--- config.mk ---
export PLATFORM = sky130hd
export DESIGN_NAME = pc_fetch_sequencer
export DESIGN_NICKNAME = d
export VERILOG_FILES = /design/src/rtl/fetch_pkg.sv /design/src/rtl/pc_fetch_sequencer_next_pc_mux.sv /design/src/rtl/pc_fetch_sequencer.sv
export SDC_FILE = /design/constraint.sdc
export NUM_CORES = 1
export LEC_CHECK = 0
export ABC_AREA = 1
export CAP_MARGIN = 40
export CORE_MARGIN = 2
export CORE_UTILIZATION = 41
export CTS_BUF_LIST = sky130_fd_sc_hd__clkbuf_16
export DETAILED_ROUTE_END_ITERATION = 7
export PLACE_DENSITY = 0.9
export SYNTH_ARGS = -nofsm -noshare
export SYNTH_HDL_FRONTEND = slang
export SYNTH_SLANG_ARGS = --single-unit
--- constraint.sdc ---
create_clock -name Clk -period 1.6 [get_ports Clk]
set_input_delay 0.16 -clock Clk [delete_from_list [all_inputs] [get_ports Clk]]
set_output_delay 0.16 -clock Clk [all_outputs]
set_load 0.01 [all_outputs]
--- src/rtl/fetch_pkg.sv ---
// Shared definitions for the IF-stage fetch sequencer: FSM encoding,
// next-PC select codes, default constants and target alignment helpers.
package fetch_pkg;

    localparam logic [1:0] ST_ENC_RST_HOLD = 2'd0;
    localparam logic [1:0] ST_ENC_FETCH    = 2'd1;
    localparam logic [1:0] ST_ENC_DRAIN    = 2'd2;

    typedef enum logic [1:0] {
        ST_RST_HOLD = ST_ENC_RST_HOLD,
        ST_FETCH    = ST_ENC_FETCH,
        ST_DRAIN    = ST_ENC_DRAIN
    } fetch_state_e;

    // Source of the next PC presented to the ProgramCounter.
    typedef enum logic [2:0] {
        NPC_RESET    = 3'd0,
        NPC_HOLD     = 3'd1,
        NPC_INC      = 3'd2,
        NPC_REDIRECT = 3'd3,
        NPC_PENDING  = 3'd4
    } npc_sel_e;

    localparam logic [31:0] DEFAULT_RESET_VECTOR = 32'h0000_0000;
    localparam logic [31:0] DEFAULT_PC_INC       = 32'd4;
    localparam logic [31:0] NOP_WORD             = 32'h0000_0000;

    // Instruction fetches are word aligned; the low two bits are dropped.
    function automatic logic [31:0] align_word(input logic [31:0] addr);
        return {addr[31:2], 2'b00};
    endfunction

    function automatic logic is_misaligned(input logic [31:0] addr);
        return (addr[1:0] != 2'b00);
    endfunction

endpackage

--- src/rtl/pc_fetch_sequencer_next_pc_mux.sv ---
// Next-PC selection: resolves branch/jump priority and picks between the
// reset vector, hold, sequential increment, redirect and pending target.
module next_pc_mux
    import fetch_pkg::*;
#(
    parameter logic [31:0] RESET_VECTOR = DEFAULT_RESET_VECTOR,
    parameter logic [31:0] PC_INC       = DEFAULT_PC_INC
) (
    input  npc_sel_e    sel_i,
    input  logic [31:0] pc_i,
    input  logic [31:0] pend_target_i,
    input  logic        branch_taken_i,
    input  logic [31:0] branch_target_i,
    input  logic        jump_i,
    input  logic [31:0] jump_target_i,
    output logic [31:0] address_o,
    output logic        redirect_o,
    output logic [31:0] redirect_target_o,
    output logic        redirect_misaligned_o
);

    logic [31:0] raw_target;

    // Branch resolves in EX and is older than the ID-stage jump, so it wins.
    always_comb begin
        redirect_o            = branch_taken_i | jump_i;
        raw_target            = branch_taken_i ? branch_target_i : jump_target_i;
        redirect_target_o     = align_word(raw_target);
        redirect_misaligned_o = redirect_o & is_misaligned(raw_target);
    end

    // Select the address driven into the ProgramCounter; increment wraps mod 2^32.
    always_comb begin
        address_o = pc_i;
        case (sel_i)
            NPC_RESET:    address_o = RESET_VECTOR;
            NPC_HOLD:     address_o = pc_i;
            NPC_INC:      address_o = pc_i + PC_INC;
            NPC_REDIRECT: address_o = redirect_target_o;
            NPC_PENDING:  address_o = pend_target_i;
            default:      address_o = pc_i;
        endcase
    end

endmodule

--- src/rtl/pc_fetch_sequencer.sv ---
// IF-stage sequencer: drives the next PC, handshakes with a variable-latency
// instruction memory, and parks redirects that arrive while a fetch is in
// flight until that fetch drains.
module pc_fetch_sequencer
    import fetch_pkg::*;
#(
    parameter logic [31:0] RESET_VECTOR = DEFAULT_RESET_VECTOR,
    parameter logic [31:0] PC_INC       = DEFAULT_PC_INC
) (
    input  logic        Clk,
    input  logic        Reset,
    input  logic [31:0] PCResult,
    output logic [31:0] Address,
    output logic        ImemReq,
    input  logic        ImemReady,
    input  logic        Stall,
    input  logic        BranchTaken,
    input  logic [31:0] BranchTarget,
    input  logic        Jump,
    input  logic [31:0] JumpTarget,
    output logic        IFIDWrite,
    output logic        IFIDFlush,
    output logic        Misaligned
);

    fetch_state_e state_q, state_d;
    logic         pend_valid_q, pend_valid_d;
    logic [31:0]  pend_target_q, pend_target_d;
    logic         misaligned_q, misaligned_d;

    npc_sel_e     npc_sel;
    logic         redirect;
    logic [31:0]  redirect_target;
    logic         redirect_misaligned;
    logic         redirect_accept;

    next_pc_mux #(
        .RESET_VECTOR (RESET_VECTOR),
        .PC_INC       (PC_INC)
    ) u_next_pc_mux (
        .sel_i                 (npc_sel),
        .pc_i                  (PCResult),
        .pend_target_i         (pend_target_q),
        .branch_taken_i        (BranchTaken),
        .branch_target_i       (BranchTarget),
        .jump_i                (Jump),
        .jump_target_i         (JumpTarget),
        .address_o             (Address),
        .redirect_o            (redirect),
        .redirect_target_o     (redirect_target),
        .redirect_misaligned_o (redirect_misaligned)
    );

    // Next-state and output decode; Reset overrides everything at the end.
    always_comb begin
        state_d         = state_q;
        pend_valid_d    = pend_valid_q;
        pend_target_d   = pend_target_q;
        npc_sel         = NPC_HOLD;
        ImemReq         = 1'b0;
        IFIDWrite       = 1'b0;
        IFIDFlush       = 1'b1;
        redirect_accept = 1'b0;

        case (state_q)
            ST_RST_HOLD: begin
                npc_sel = NPC_RESET;
                state_d = ST_FETCH;
            end

            ST_FETCH: begin
                ImemReq = 1'b1;
                if (redirect) begin
                    redirect_accept = 1'b1;
                    IFIDFlush       = 1'b1;
                    if (ImemReady) begin
                        npc_sel = NPC_REDIRECT;
                    end else begin
                        // Fetch still outstanding: keep its address stable, park the target.
                        npc_sel       = NPC_HOLD;
                        pend_target_d = redirect_target;
                        pend_valid_d  = 1'b1;
                        state_d       = ST_DRAIN;
                    end
                end else if (Stall) begin
                    npc_sel   = NPC_HOLD;
                    IFIDFlush = 1'b0;
                end else if (ImemReady) begin
                    npc_sel   = NPC_INC;
                    IFIDWrite = 1'b1;
                    IFIDFlush = 1'b0;
                end else begin
                    npc_sel = NPC_HOLD;
                end
            end

            ST_DRAIN: begin
                ImemReq = 1'b1;
                npc_sel = NPC_HOLD;
                if (redirect) begin
                    redirect_accept = 1'b1;
                    pend_target_d   = redirect_target;
                end
                if (ImemReady) begin
                    // Wrong-path data is dropped; a same-cycle redirect is the newest target.
                    if (redirect) begin
                        npc_sel = NPC_REDIRECT;
                    end else if (pend_valid_q) begin
                        npc_sel = NPC_PENDING;
                    end else begin
                        npc_sel = NPC_HOLD;
                    end
                    pend_valid_d = 1'b0;
                    state_d      = ST_FETCH;
                end
            end

            default: begin
                npc_sel = NPC_RESET;
                state_d = ST_RST_HOLD;
            end
        endcase

        if (Reset) begin
            state_d         = ST_RST_HOLD;
            pend_valid_d    = 1'b0;
            npc_sel         = NPC_RESET;
            ImemReq         = 1'b0;
            IFIDWrite       = 1'b0;
            IFIDFlush       = 1'b1;
            redirect_accept = 1'b0;
        end

        misaligned_d = redirect_accept & redirect_misaligned;
    end

    // State, pending redirect and misalignment pulse registers.
    always_ff @(posedge Clk) begin
        if (Reset) begin
            state_q       <= ST_RST_HOLD;
            pend_valid_q  <= 1'b0;
            pend_target_q <= RESET_VECTOR;
            misaligned_q  <= 1'b0;
        end else begin
            state_q       <= state_d;
            pend_valid_q  <= pend_valid_d;
            pend_target_q <= pend_target_d;
            misaligned_q  <= misaligned_d;
        end
    end

    assign Misaligned = misaligned_q;

endmodule

Run 1, power grid:
The bar under the picture is 20 um long. Pins as bars on the die edge.
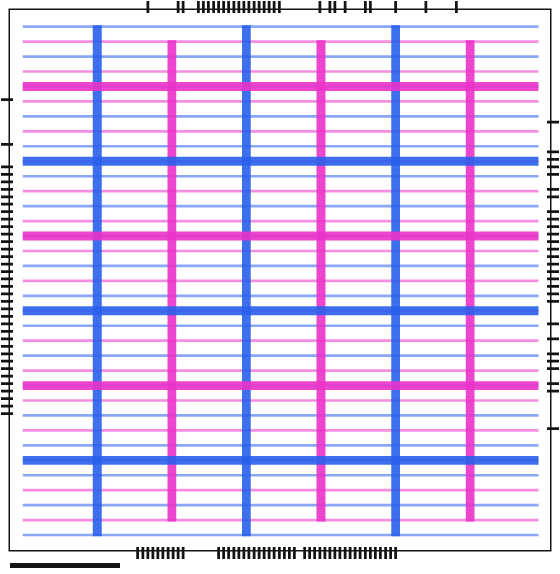
- blue: VSS
- magenta: VDD
- signal pins: 138
- rows: 34
- met1 rails: 35
- met5 straps: 6
- met4 straps: 6
die span in y: 98.2 um
Die W: 98.2 um

Run 1, cell classes on the final placement:
The bar under the picture is 20 um long.
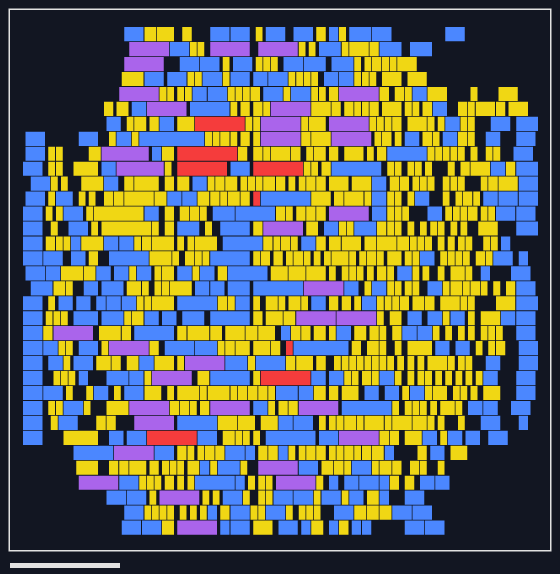
- red: clock drivers and dummy loads (cells 8; share of their area 2.5%)
- purple: sequential cells (cells 34; share of their area 10%)
- yellow: combinational and other logic (cells 614; share of their area 48%)
- blue: remaining buffers and delay cells (cells 264; share of their area 40%)
row count: 34
sequential cell area share: 0.103

==> flow_summary.ini, run 1 <==
; flow metrics
[grt]
grt_pass1_vias = 5686
grt_max_degree = 32
grt_pass1_wl_mm = 26.9
grt_antenna_before_repair = 0
globalRouteTotalUtil = 0.341
grt.overflow.total = 0

[place]
dp_slack_ns = -0.939
post_dp_cell_area_um2 = 5850
dp_hpwl_mm = 11.1
gp_congestion = 0.945

[timing]
setup_tns_ns = -31.93
final-setup-viol-count = 66
fin_crit_ns = 2.50
tightestPinTransition_ns = 0.449
slew_headroom = 0.701
rsz0062_at_grt = true
fin_ws_ns = -0.902
hold_violations = 0
finalCritPeriodShare = 1.56

[setup_path]
critical_path.max_stage_delay_ns = 0.36
crit_path_top_delay_cell = dfxtp_4
crit_start = state_q[0]
reg2regPathDepth = 10
crit_family = simple AND/OR/NAND/NOR gates
endpoint = Address[27]
cp_cell_sequence = inv_4 -> ha_4 -> inv_4 -> nor2_4 -> nand3_4 -> nand2_4 -> buf_4 -> nor2_4 -> buf_12 -> buf_12 -> nand3_1 -> nand2_1 -> inv_2 -> nand3_2 -> buf_6
cp_data_arrival_time_ns = 2.34
reg2reg_from = state_q[0]
path_max_fanout = 8
path_class = reg -> out
required_ns = 1.44
rrSetupSlack_ns = -0.26
startpoint_type = register
crit_buf_inv = 7
reg2reg_to = pend_target_q[9]
worstSetupEndpointType = primary output
cp.depth = 15

[cells_and_area]
buffer_area_frac = 0.387
largestClassByArea = combinational gates
fin_util = 0.772
nNonClkBuffers = 264
fill_cells = 563
clock_buffers = 5
num-multi-input-gates = 560
syn_to_final_growth_pct = 84.1
drive_gt1_frac = 0.286
layout.nets = 1027
clk_share = 0.0243
diodes = 0
flops = 34
stdcell_area_um2 = 6700
logic_area_um2 = 2910
mostFrequentLayoutCell = nand2_1
nonClockInverterCount = 54
seq_area_um2 = 688
comb_area_share = 0.434

[run]
warning_count = 33
cap_violations = 0

[die]
tap_cells = 108
fp_util = 0.420
coreArea_um2 = 8680
io_pins = 138
chipArea_um2 = 9650

[synth]
synth_cells = 686
syn_area_um2 = 3640
ys_area_um2 = 3640
fp_nets = 794
synth.yosys.seq_area_share = 0.187
syn_area_per_cell_um2 = 5.31
synth-seq-cells = 34
ys_cells = 686
ys_types = 26

[status]
violations = setup timing
outcome = finished with violations

[power]
power.leakage_nw = 3.08
p_total_mw = 7.56
power.density_nw_per_um2 = 1130
vdd_ir_drop_max_v = 0.000823

[cts]
clk_latency_ns = 0.29
cts_sinks = 34
clockBufferDepth = 2
cts.clk_slew.worst_paths_ns = 0.06
cts_made_buffers = 5
ctsHoldBuffers = 0
cts-resized-gates = 181
cts_tree = done
post_cts_buffers = 14
root_buffer = clkbuf_16

[routing]
drc = 0
vias_per_cell = 6.27
vias = 6441
routed_wl_mm = 20.8
drt_iter0_drc = 1116
first_pass_iters = 6
drt-wirelength-per-cell_um = 20.2

[min_path]
worstHoldStart = pend_target_q[24]
hp-class = reg -> reg
holdPathEnd = pend_target_q[24]
worst_hold_path.num_cells = 2
Run 1, clock wires, drivers and flops:
The bar under the picture is 20 um long.
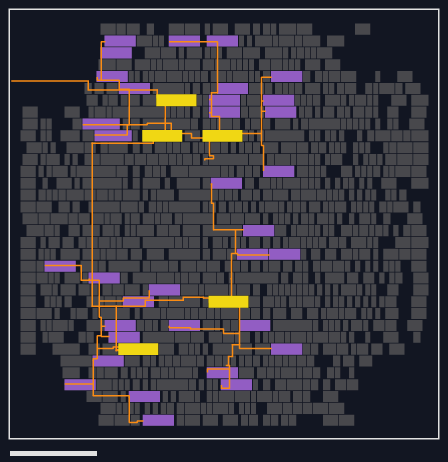
- orange: clock wires (length 504 um)
- yellow: clock drivers (count 5)
- purple: flip-flops (count 34)
- routed clock nets: 6
Worst Skew: 0.00877 ns
Clk network pwr share: 0.146
Power Clock: 1.11 mW

Run 1, signal wires by layer:
Only two layers are drawn.
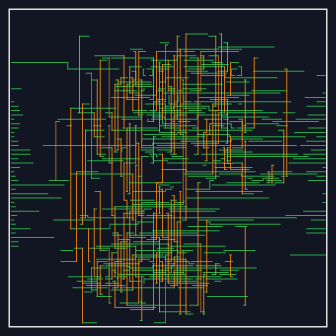
- orange: metal 4 (wire length 2060 um)
- green: metal 3 (wire length 2950 um)

run 1: stage by stage:
step | cells | hold WS, ns
after detailed placement | 980 | 0.453
final | 1028 | 0.470
after CTS | 1006 | 0.460
after floorplan | 686 | 0.359
after global placement | 980 | 0.448
after global routing | 1028 | 0.486
run 1: synth_stat cells (all sizes together):
master / n / area, um2
o211ai: 1 / 7.51
buf: 28 / 175
dfxtp: 34 / 681
nand3b: 1 / 7.51
nor4: 1 / 6.26
clkbuf: 10 / 37.5
nor2: 62 / 260
nand2: 277 / 1050
nand3: 135 / 676
ha: 6 / 75.1
xor2: 5 / 43.8
o21bai: 5 / 37.5
xnor2: 3 / 26.3
a21oi: 33 / 165
nand4: 22 / 138
inv: 54 / 205
o21ai: 4 / 20.0
o31ai: 1 / 7.51
nor3: 4 / 20.0
run 1: tightest hold or removal path, delay by kind of cell, from the launching register on:
kind / cells / cell delay, ns
compound gates: 1 / 0.05
flops: 1 / 0.31
simple gates: 1 / 0.06
run 1: cell families after synthesis:
group	synth area share
compound gates	0.0653
flops	0.187
xor+xnor	0.0192
fa+ha+maj	0.0206
simple gates	0.593
buf+inv	0.115
run 1: per-layer routing:
layer	GRT usage	share of wire	vias up
met4	0.158	0.099	0
li1	-	-	2690
met3	0.0752	0.14	258
met2	0.586	0.44	685
met1	0.404	0.32	2808
met5	0	0	-
run 1: where the power goes:
| group | switching [mW] | leakage, nW | total (mW) | internal, mW |
|---|---|---|---|---|
| clock network | 0.383 | 0.0864 | 1.11 | 0.724 |
| logic | 2.71 | 2.72 | 5.16 | 2.45 |
| registers | 0.210 | 0.279 | 1.30 | 1.09 |
| total | 3.30 | 3.08 | 7.56 | 4.26 |
run 1: flip-flops by register name, summed over array words and instances (netlist names):
register,flops
pend_valid_q,1
state_q,2
pend_target_q,30
Misaligned,1
==> run 2, diff against run 1 <==
- CORE_MARGIN: 2 -> 4
- DONT_BUFFER_PORTS: not set -> 1
- PLACE_DENSITY: 0.9 -> 0.69
Run 2, cell outlines without signal wires:
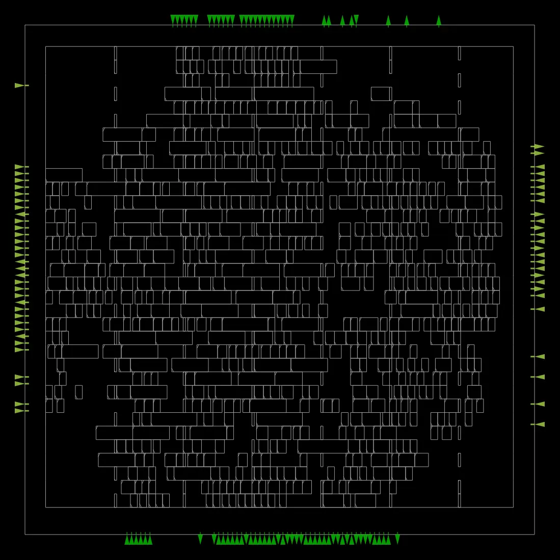
fill count: 892
area of the core: 8680 um2
final core occ: 0.529
sequential cell area share: 0.149
tapcell count: 108

Run 2, clock wires, drivers and flops:
The bar under the picture is 20 um long.
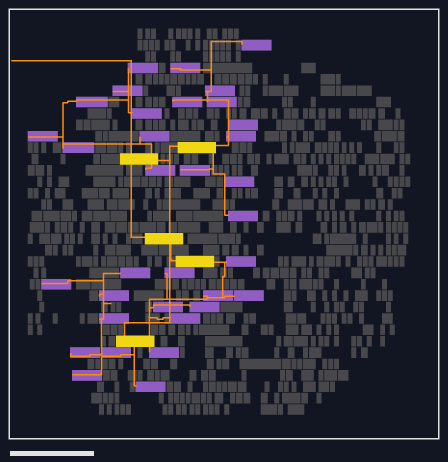
- orange: clock wires (length 483 um)
- yellow: clock drivers (count 5)
- purple: flip-flops (count 34)
- routed clock nets: 6

==> run 2 against run 1 <==
  * The flow still finishes with violations (setup timing)
  * Final cell count decreased by 21%
  * Synthesized area stayed put
  * Hold slack lost 0.41 ns
  * Via count is 29% lower
  * Fmax grew 15%
  * Clock skew down 0.0058 ns
  * Largest power group unchanged
==> flow_summary.ini, run 2 <==
; flow metrics
[min_path]
hp-class = in -> reg
holdPathEnd = state_q[1]
worstHoldStart = Reset
worst_hold_path.num_cells = 3

[synth]
fp_nets = 794
top_logic_kind = simple AND/OR/NAND/NOR gates
synth.yosys.seq_area_share = 0.187
top_cell_area_share = 0.280
yosysTopAreaCell = nand2_1
muxShareOfSynthArea = 0
synth-seq-cells = 34
ys_area_um2 = 3640
ys_cells = 686
ys_sh_aoi = 0.0653
synthTopCellsByArea = nand2_1 28%, dfxtp_1 19%, nand3_1 19%
top_cell = nand2_1
yosys_most_used_dff = dfxtp_1
ys_sh_xor = 0.0192
ys_types = 26
ys_async_sr_fraction = 0
syn_area_per_cell_um2 = 5.31
netlist_top_cells_count = 272 x nand2_1, 135 x nand3_1, 55 x nor2_1
synth_cells = 686
syn_area_um2 = 3640
ys_sh_adder = 0.0206

[power]
seq_power_share = 0.232
power.leakage_nw = 2.01
power.density_nw_per_um2 = 1130
power.share.clock = 0.175
pwr-share-comb = 0.593
p_int_mw = 2.92
power_switching_mw = 2.27
switching_share = 0.437
p_total_mw = 5.19

[setup_path]
crit_start = state_q[0]
reg2reg_from = state_q[1]
rrSetupSlack_ns = -0.10
startpoint_type = register
path_max_fanout = 12
endpoint = Address[7]
required_ns = 1.44
cp_data_arrival_time_ns = 2.01
reg2regPathDepth = 9
worstSetupEndpointType = primary output
reg2reg_to = pend_target_q[12]
path_class = reg -> out

[run]
cap_violations = 0

[cts]
cts.clk_slew.worst_paths_ns = 0.05
clockBufferDepth = 2
cts_sinks = 34
cts_made_buffers = 5
clk_latency_ns = 0.28
root_buffer = clkbuf_16
cts_tree = done

[routing]
drt_iter0_drc = 487
topRoutingLayerUsed = met4
first_pass_iters = 6
vias = 4591
routed_wl_mm = 13.5
drt-wirelength-per-cell_um = 16.6
route.met3.wl_mm = 1.19
drc = 0
dr_wl_met2_mm = 6.47
wl_met1_mm = 5.56
vias_per_cell = 5.63

[die]
fp_util = 0.420
chipArea_um2 = 10500
rows = 34

[timing]
fin_crit_ns = 2.17
hold_violations = 0
finalCritPeriodShare = 1.36
final-setup-viol-count = 63
rsz0062_at_grt = true
skew_ns = 0.00302
fin_ws_ns = -0.574
tightestPinTransition_ns = 0.299
setup_tns_ns = -19.06

[cells_and_area]
regMostFlops = pend_target_q
drive_gt1_frac = 0.171
layout.nets = 814
mostFrequentLayoutCell = nand2_1
largest_reg_flops = 30
diodes = 0
stdcell_area_um2 = 4590
syn_to_final_growth_pct = 26.0
top_regs = pend_target_q (30), state_q (2)

[status]
outcome = finished with violations
violations = setup timing

[grt]
grt.busiest_layer = met2
grt.overflow.total = 0
grt_pass1_wl_mm = 21.0
grtUsageMet2 = 0.420
grtUsageMet3 = 0.0444
globalRouteTotalUtil = 0.252
use_met1 = 0.333
grt_pass1_vias = 4197
grt_max_degree = 34

[place]
gp_congestion = 0.985
post_dp_cell_area_um2 = 4080
dp_hpwl_mm = 10.2
Run 2, power grid:
The bar under the picture is 20 um long. Pins as bars on the die edge.
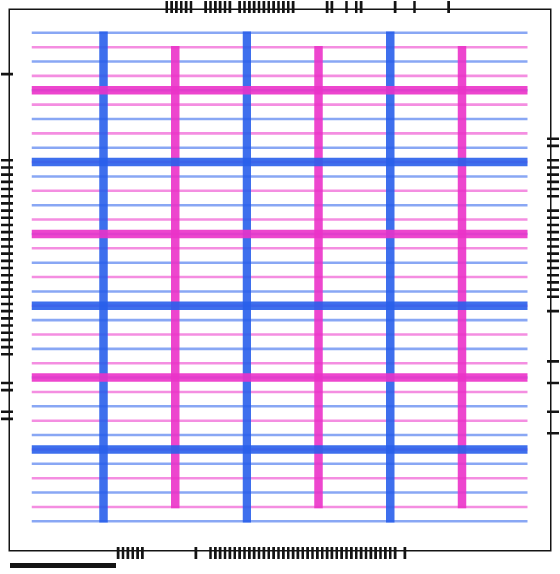
- magenta: VDD
- blue: VSS
- met1 rails: 35
- rows: 34
- met4 straps: 6
- signal pins: 138
worst vdd ir: 0.000795 V
Die W: 102 um
die span in y: 102 um

-- run 2: layout make-up --
| class | count | area, um2 | share of cell area |
|---|---|---|---|
| Multi-Input combinational cell | 560 | 2810 | 0.612 |
| Timing Repair Buffer | 51 | 619 | 0.135 |
| Tap cell | 108 | 135 | 0.0295 |
| Clock inverter | 3 | 11.3 | 0.00245 |
| Inverter | 54 | 208 | 0.0453 |
| Clock buffer | 5 | 125 | 0.0273 |
| Sequential cell | 34 | 683 | 0.149 |
-- run 2: critical path, stage by stage, from the launching register on --
cell	delay, ns
dfxtp_2	0.34
inv_2	0.06
ha_4	0.28
inv_2	0.05
nor2_4	0.10
nand3_2	0.11
nand2_4	0.13
nand2_4	0.08
nor2_4	0.16
buf_6	0.18
nand2_1	0.08
nand4_1	0.16
-- run 2: timing repair --
| action | 4_1_cts | 5_1_grt |
|---|---|---|
| cloned | 2 | 1 |
| resized | 27 | 20 |
| hold endpoints to repair | 31 | 0 |
| hold buffers | 1 | 0 |
| setup endpoints to repair | 34 | 66 |
| buffers inserted | 7 | 3 |
| pin swaps | 36 | 8 |
-- run 2: through the flow --
| step | worst slack [ns] | std cells | hold slack [ns] | util |
|---|---|---|---|---|
| final | -0.574 | 815 | 0.0554 | 0.529 |
| after CTS | -0.521 | 811 | 0.0534 | 0.514 |
| after global placement | -0.219 | 793 | 0.236 | 0.470 |
| after detailed placement | -0.277 | 793 | 0.236 | 0.470 |
| after floorplan | -0.126 | 686 | 0.359 | - |
| after global routing | -0.701 | 815 | 0.0656 | 0.529 |
-- run 2: power groups by stage --
stage	registers (mW)	clock network, mW	logic (mW)
after floorplan	1.19	0	1.81
after CTS	1.20	0.910	2.90
after detailed placement	1.21	0	2.57
final	1.20	0.908	3.08
after global placement	1.20	0	2.54
after global routing	1.23	0.947	3.33
==> run 3, diff against run 2 <==
- CORE_ASPECT_RATIO: not set -> 1.75
Run 3, cell classes on the final placement:
The bar under the picture is 20 um long.
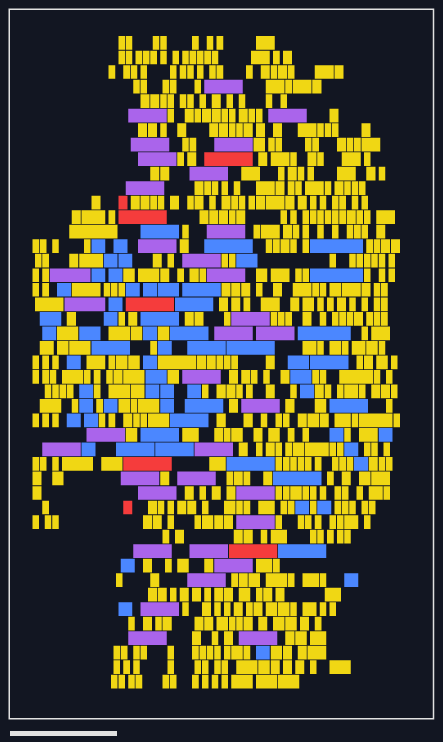
- red: clock drivers and dummy loads (cells 7; share of their area 2.9%)
- yellow: combinational and other logic (cells 614; share of their area 65%)
- blue: remaining buffers and delay cells (cells 66; share of their area 18%)
- purple: sequential cells (cells 34; share of their area 14%)

Run 3, clock wires, drivers and flops:
The bar under the picture is 20 um long.
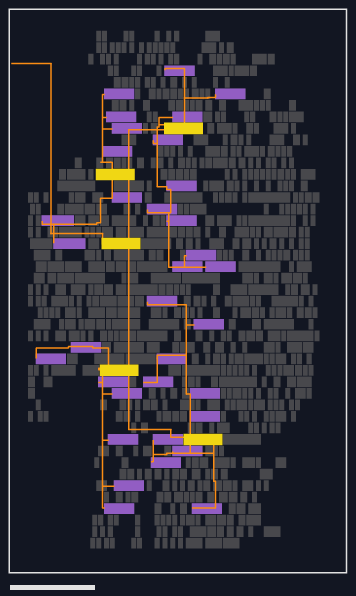
- orange: clock wires (length 515 um)
- yellow: clock drivers (count 5)
- purple: flip-flops (count 34)
- routed clock nets: 6

==> run 3 against run 2 <==
  * The flow still finishes with violations (setup timing)
  * Worst setup slack lost 0.079 ns
  * Sequential cell count is the same
  * Clock power grew 2%
  * Sequential share of layout area shrank 0.89 points
  * Hold slack gained 0.057 ns
  * Clock-buffer cell count is the same
  * Global-route usage grew 0.85 points
  * Clock skew grew 0.0046 ns
==> flow_summary.ini, run 3 <==
; flow metrics
[synth]
yosys_most_used_dff = dfxtp_1
synth.yosys.seq_area_share = 0.187
syn_area_per_cell_um2 = 5.31
ys_area_um2 = 3640
synth_cells = 686
netlist_top_cells_count = 272 x nand2_1, 135 x nand3_1, 55 x nor2_1
muxShareOfSynthArea = 0
synth-seq-cells = 34
top_cell_area_share = 0.280
top_cell = nand2_1
yosysTopAreaCell = nand2_1

[cells_and_area]
seq_share = 0.140
flops = 34
mostFrequentLayoutCell = nand2_1
largestClassByArea = combinational gates
largest_reg_flops = 30
layout.nets = 829
diodes = 0
fin_util = 0.563
clk_share = 0.0277
fill_cells = 866
syn_to_final_growth_pct = 34.0

[die]
chipArea_um2 = 10500
rows = 45
tap_cells = 117
coreArea_um2 = 8670
fp_util = 0.420
fp.dieW_um = 79.2

[place]
gp_congestion = 0.914
dp_hpwl_mm = 10.4

[timing]
fin_crit_ns = 2.25
fin_hold_ws_ns = 0.112
fin_ws_ns = -0.653
rsz0062_at_grt = true
final-setup-viol-count = 63
hold_violations = 0
finalCritPeriodShare = 1.41

[setup_path]
crit_path_top_delay_cell = dfxtp_2
cp_data_arrival_time_ns = 2.09
path_max_fanout = 7
crit_family = simple AND/OR/NAND/NOR gates
reg2regPathDepth = 10
critical_path.max_stage_delay_ns = 0.35
cp_cell_sequence = inv_2 -> ha_4 -> inv_2 -> nor2_4 -> nand3_2 -> nand2_2 -> buf_6 -> nand2_4 -> nor2_4 -> buf_6 -> buf_16 -> nand3_4 -> nand4_1

[cts]
clockBufferDepth = 2
clk_latency_ns = 0.28
root_buffer = clkbuf_16
cts_tree = done

[grt]
grt_pass1_vias = 4535
globalRouteTotalUtil = 0.261
grt_antenna_before_repair = 0

[routing]
routed_wl_mm = 14.8
drt_iter0_drc = 431

[power]
p_total_mw = 5.88
switching_share = 0.435
power_switching_mw = 2.56
vdd_ir_drop_max_v = 0.00128
p_int_mw = 3.32
power.density_nw_per_um2 = 1210

[status]
outcome = finished with violations
violations = setup timing

[run]
warning_count = 34
cap_violations = 0

[min_path]
hp-class = in -> reg
Run 3, signal wires by layer:
Only two layers are drawn.
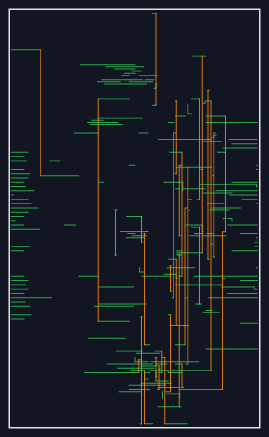
- green: metal 3 (wire length 1080 um)
- orange: metal 4 (wire length 1040 um)

==> run 3: cell counts after synthesis <==
No cell type changed its count.
==> run 3: final timing paths <==
| check | to | slack, ns | startpoint |
|---|---|---|---|
| worst min-delay path | Misaligned | 0.11 | JumpTarget[1] |
| worst min register to register | pend_target_q[30] | 0.46 | pend_target_q[30] |
| worst max-delay path | Address[16] | -0.65 | state_q[0] |
| worst max register to register | pend_target_q[22] | -0.09 | state_q[1] |
==> run 3: power groups by stage <==
stage	Combinational, mW	Clock [mW]	Sequential, mW
after floorplan	1.81	0	1.19
after global placement	2.42	0	1.21
after detailed placement	2.52	0	1.22
after CTS	3.05	0.932	1.20
after global routing	3.97	0.967	1.22
final	3.75	0.922	1.21
==> run 3: repair_timing <==
item                                   in CTS  in global routing
gates cloned                                5                  5
pin swaps                                  16                 23
resized                                    26                 41
endpoints found under the hold margin      31                 31
setup endpoints to repair                  36                 63
setup buffers                              11                  6
==> run 3: metrics by stage <==
stage,TNS (ns),setup WS (ns),std cells
4_1_cts,-18.99,-0.642,828
3_5_place_dp,-12.41,-0.472,805
5_1_grt,-26.38,-0.727,838
6_report,-21.79,-0.653,838
3_3_place_gp,-23.96,-0.831,804
2_1_floorplan,-3.14,-0.126,686
==> run 3: layer usage <==
metal | vias up | track usage | part of all wire
met1 | 2147 | 0.282 | 0.34
met2 | 287 | 0.475 | 0.52
met5 | - | 0 | 0
li1 | 2286 | - | -
met4 | 0 | 0.143 | 0.070
met3 | 78 | 0.0334 | 0.073
Power and IR drop assume default switching activity.
